**src/rtl/sweep_pkg.sv**
```systemverilog
// rtl/sweep_pkg.sv - shared state encoding, golden table and width helper for the truth-table sweeper
package sweep_pkg;

   typedef enum logic [1:0] {
      ST_IDLE = 2'd0,
      ST_RUN  = 2'd1,
      ST_DONE = 2'd2
   } sweep_state_e;

   // Golden table for s = ~x & y; bit i is the output for vector i
   localparam logic [3:0] F_XY_EXPECTED = 4'b0010;

   function automatic int settle_cnt_width(input int settle_cycles);
      if (settle_cycles < 1) begin
         return 1;
      end
      return $clog2(settle_cycles + 1);
   endfunction

endpackage

```
**src/rtl/sweep_settle_cnt.sv**
```systemverilog
// rtl/sweep_settle_cnt.sv - settle counter with load, enable and terminal-count flag
module sweep_settle_cnt #(
   parameter int MAX_COUNT = 1,
   parameter int CNT_W     = 1
) (
   input  logic clock,
   input  logic reset,
   input  logic load_i,
   input  logic en_i,
   output logic tc_o
);

   localparam logic [CNT_W-1:0] MAX_C = CNT_W'(MAX_COUNT);

   logic [CNT_W-1:0] count_q;
   logic [CNT_W-1:0] count_d;

   assign tc_o = (count_q == MAX_C);

   always_comb begin
      count_d = count_q;
      if (load_i) begin
         count_d = '0;
      end else if (en_i) begin
         count_d = tc_o ? '0 : count_q + 1'b1;
      end
   end

   always_ff @(posedge clock) begin
      if (reset) begin
         count_q <= '0;
      end else begin
         count_q <= count_d;
      end
   end

endmodule

```
**src/rtl/truth_table_sweeper.sv**
```systemverilog
// rtl/truth_table_sweeper.sv - steps a combinational block through all input vectors and captures its truth table
// Optional golden-table check and pass output enabled by macro SWEEP_CHECK_EN.
module truth_table_sweeper
   import sweep_pkg::*;
#(
   parameter int N_IN          = 2,
   parameter int SETTLE_CYCLES = 1
`ifdef SWEEP_CHECK_EN
   ,
   parameter logic [(1<<N_IN)-1:0] EXPECTED = F_XY_EXPECTED
`endif
) (
   input  logic                   clock,
   input  logic                   reset,
   input  logic                   start,
   input  logic                   dut_out,
   output logic [N_IN-1:0]        vec_out,
   output logic                   busy,
   output logic                   done,
`ifdef SWEEP_CHECK_EN
   output logic                   pass,
`endif
   output logic [(1<<N_IN)-1:0]   table_out
);

   localparam int              TW       = 1 << N_IN;
   localparam int              CNT_W    = settle_cnt_width(SETTLE_CYCLES);
   localparam logic [N_IN-1:0] VEC_LAST = '1;

   sweep_state_e    state_q, state_d;
   logic [N_IN-1:0] vec_q, vec_d;
   logic [TW-1:0]   table_q, table_d;
   logic            cnt_load, cnt_en, cnt_tc;

   sweep_settle_cnt #(
      .MAX_COUNT (SETTLE_CYCLES),
      .CNT_W     (CNT_W)
   ) u_settle (
      .clock  (clock),
      .reset  (reset),
      .load_i (cnt_load),
      .en_i   (cnt_en),
      .tc_o   (cnt_tc)
   );

   always_comb begin
      state_d  = state_q;
      vec_d    = vec_q;
      table_d  = table_q;
      cnt_load = 1'b0;
      cnt_en   = 1'b0;
      case (state_q)
         ST_IDLE: begin
            if (start) begin
               table_d  = '0;
               vec_d    = '0;
               cnt_load = 1'b1;
               state_d  = ST_RUN;
            end
         end
         ST_RUN: begin
            cnt_en = 1'b1;
            // Sample on the last edge of the settle window; terminal vector holds into DONE
            if (cnt_tc) begin
               table_d[vec_q] = dut_out;
               if (vec_q == VEC_LAST) begin
                  state_d = ST_DONE;
               end else begin
                  vec_d = vec_q + 1'b1;
               end
            end
         end
         ST_DONE: begin
            vec_d   = '0;
            state_d = ST_IDLE;
         end
         default: begin
            vec_d   = '0;
            state_d = ST_IDLE;
         end
      endcase
   end

   always_ff @(posedge clock) begin
      if (reset) begin
         state_q <= ST_IDLE;
         vec_q   <= '0;
         table_q <= '0;
      end else begin
         state_q <= state_d;
         vec_q   <= vec_d;
         table_q <= table_d;
      end
   end

   assign vec_out   = vec_q;
   assign table_out = table_q;
   assign busy      = (state_q == ST_RUN);
   assign done      = (state_q == ST_DONE);

`ifdef SWEEP_CHECK_EN
   logic pass_q, pass_d;

   // Compare against table_d so the sample taken on the RUN->DONE edge is included
   always_comb begin
      pass_d = pass_q;
      if (state_q == ST_IDLE && start) begin
         pass_d = 1'b0;
      end else if (state_q == ST_RUN && cnt_tc && vec_q == VEC_LAST) begin
         pass_d = (table_d == EXPECTED);
      end
   end

   always_ff @(posedge clock) begin
      if (reset) begin
         pass_q <= 1'b0;
      end else begin
         pass_q <= pass_d;
      end
   end

   assign pass = pass_q;
`endif

endmodule

```
**config.mk**
```make
export PLATFORM = sky130hd
export DESIGN_NAME = truth_table_sweeper
export DESIGN_NICKNAME = d
export VERILOG_FILES = /design/src/rtl/sweep_pkg.sv /design/src/rtl/sweep_settle_cnt.sv /design/src/rtl/truth_table_sweeper.sv
export SDC_FILE = /design/constraint.sdc
export NUM_CORES = 1
export LEC_CHECK = 0
export CAP_MARGIN = 20
export CORE_AREA = 2 2 39 41
export CTS_BUF_LIST = sky130_fd_sc_hd__clkbuf_8
export CTS_CLUSTER_DIAMETER = 100
export DETAILED_ROUTE_END_ITERATION = 10
export DIE_AREA = 0 0 41 43
export SYNTH_ARGS = -nofsm -noshare
export SYNTH_HDL_FRONTEND = slang
export SYNTH_SLANG_ARGS = --single-unit
export TNS_END_PERCENT = 50
```
**constraint.sdc**
```tcl
create_clock -name clock -period 1.2 [get_ports clock]
set_input_delay 0.12 -clock clock [delete_from_list [all_inputs] [get_ports clock]]
set_output_delay 0.12 -clock clock [all_outputs]
set_load 0.1 [all_outputs]
```
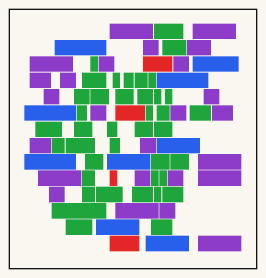
Figure 1: placed cells, one colour a class.
(6 px per um)
Green is all other logic, cells 40, share of their area 37%. Red is clock drivers and dummy loads, cells 4, share of their area 5.2%. Purple is other buffers and delay cells, cells 25, share of their area 35%. Blue is flip-flops, cells 9, share of their area 23%.

==> results.cfg <==
; flow metrics
[run_status]
status = finished, violations left
violations = negative setup slack

[critical_path]
cp.arrival_ns = 1.47
path_max_fanout = 4
cp_top_family = simple AND/OR/NAND/NOR gates
slowest_delay_ns = 0.52
startpoint_type = flip-flop
crit_slowest_cell = or4b_4

[yosys]
synthSimpleGateAreaFrac_pct = 19.11
async_flop_share_pct = 0
synth.most_common_cell = dfxtp_1
top_area_share_pct = 37.70
synth-edff-count = 0
logic_family = AND-OR/OR-AND gates

[sta]
max_slew.worst_pin.slew_ns = 0.2503
setup_violations = 5
rsz0062_at_grt = true
fin_ws_ns = -0.1053

[detailed_routing]
drt-wirelength-per-cell_um = 11.88
via_per_inst = 4.947
wl_um = 1117
dr.first_iter.drc_count = 5

[placed_design]
io_buffers = 11
place_ws_ns = -0.1665

[clocking]
cts_sinks = 9
cts_tree = built
clkSlewWorstSetupHoldPaths_ns = 0.05

[flow_run]
warnings = 32

[floorplan]
die-area_um2 = 1763

[min_path]
worstHoldEndpoint = table_out[3]

[power_and_ir_drop]
ir_worst_vdd_v = 0.0004898
leakagePower_nw = 0.3771

[global_routing]
grt_pass1_vias = 468
antenna_found_initial = 0
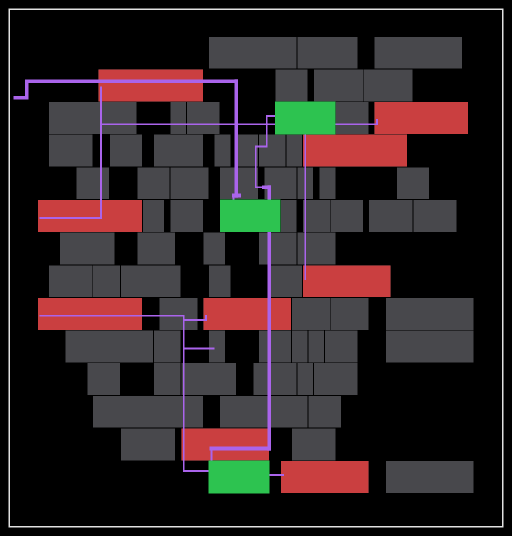
Figure 2: routed clock nets over the placement.
(12 px per um)
Red is flip-flops, count 9. Green is cells driving clock nets, count 3. Purple is clock wires, length 162 um.
There are 4 routed clock nets.

-- area by class of cell --
class                      instances  area, um^2  area share [%]
clock buffer                       3       41.29           4.674
clock inverter                     1       3.754          0.4249
inverter                           7       31.28           3.541
multi-input combinational         33       291.5           33.00
sequential                         9       196.4           22.24
tap                               16       20.02           2.266
timing repair buffer              25       299.0           33.85
-- layout by cell type (no fill, tap or decap), drive strengths merged --
cell type and count:
buf 22, a211oi 1, nand3 1, o2111ai 3, nor2b 1, dfxtp 9, nor3 1, and3 1
clkbuf 3, clkdlybuf4s50 3, nand2b 2, nand2 1, nand4b 1, mux2i 1, a21oi 2, or4b 1
ha 4, a211o 3, or4 1, o21ai 1, nor2 5, inv 8, a32o 3
-- how the worst max path moves through the flow --
stage	from	to	slack, ns	depth (start not counted)
finish	vec_out[0]	vec_out[1]	-0.11	3
global route	vec_out[1]	vec_out[1]	-0.14	4
CTS	vec_out[0]	vec_out[1]	-0.12	4
detailed placement	start	table_out[2]	-0.17	4
global placement	start	table_out[1]	-0.16	4
floorplan	vec_out[0]	vec_out[1]	-0.27	4
-- per-layer routing --
| metal | vias up | track usage, % | wire (um) |
|---|---|---|---|
| met1 | 208 | 20.78 | 509 |
| met3 | 5 | 4.712 | 50 |
| li1 | 241 | - | - |
| met4 | 0 | 12.00 | 31 |
| met2 | 11 | 23.13 | 526 |
| met5 | - | 0 | 0 |
-- power breakdown --
group | internal [mW] | leakage, nW | switching, mW
clock | 0.223 | 0.0269 | 0.124
sequential | 0.302 | 0.0763 | 0.0115
combinational | 0.0720 | 0.274 | 0.0777
-- worst reg2reg max path: cells and delay by family, from the launching register on --
| kind | cells | cell delay [ns] |
|---|---|---|
| fa+ha+maj | 1 | 0.23 |
| simple gates | 1 | 0.52 |
| compound gates | 1 | 0.13 |
| flops | 1 | 0.36 |
No activity file was given, so power comes from the tool's default toggle rates.
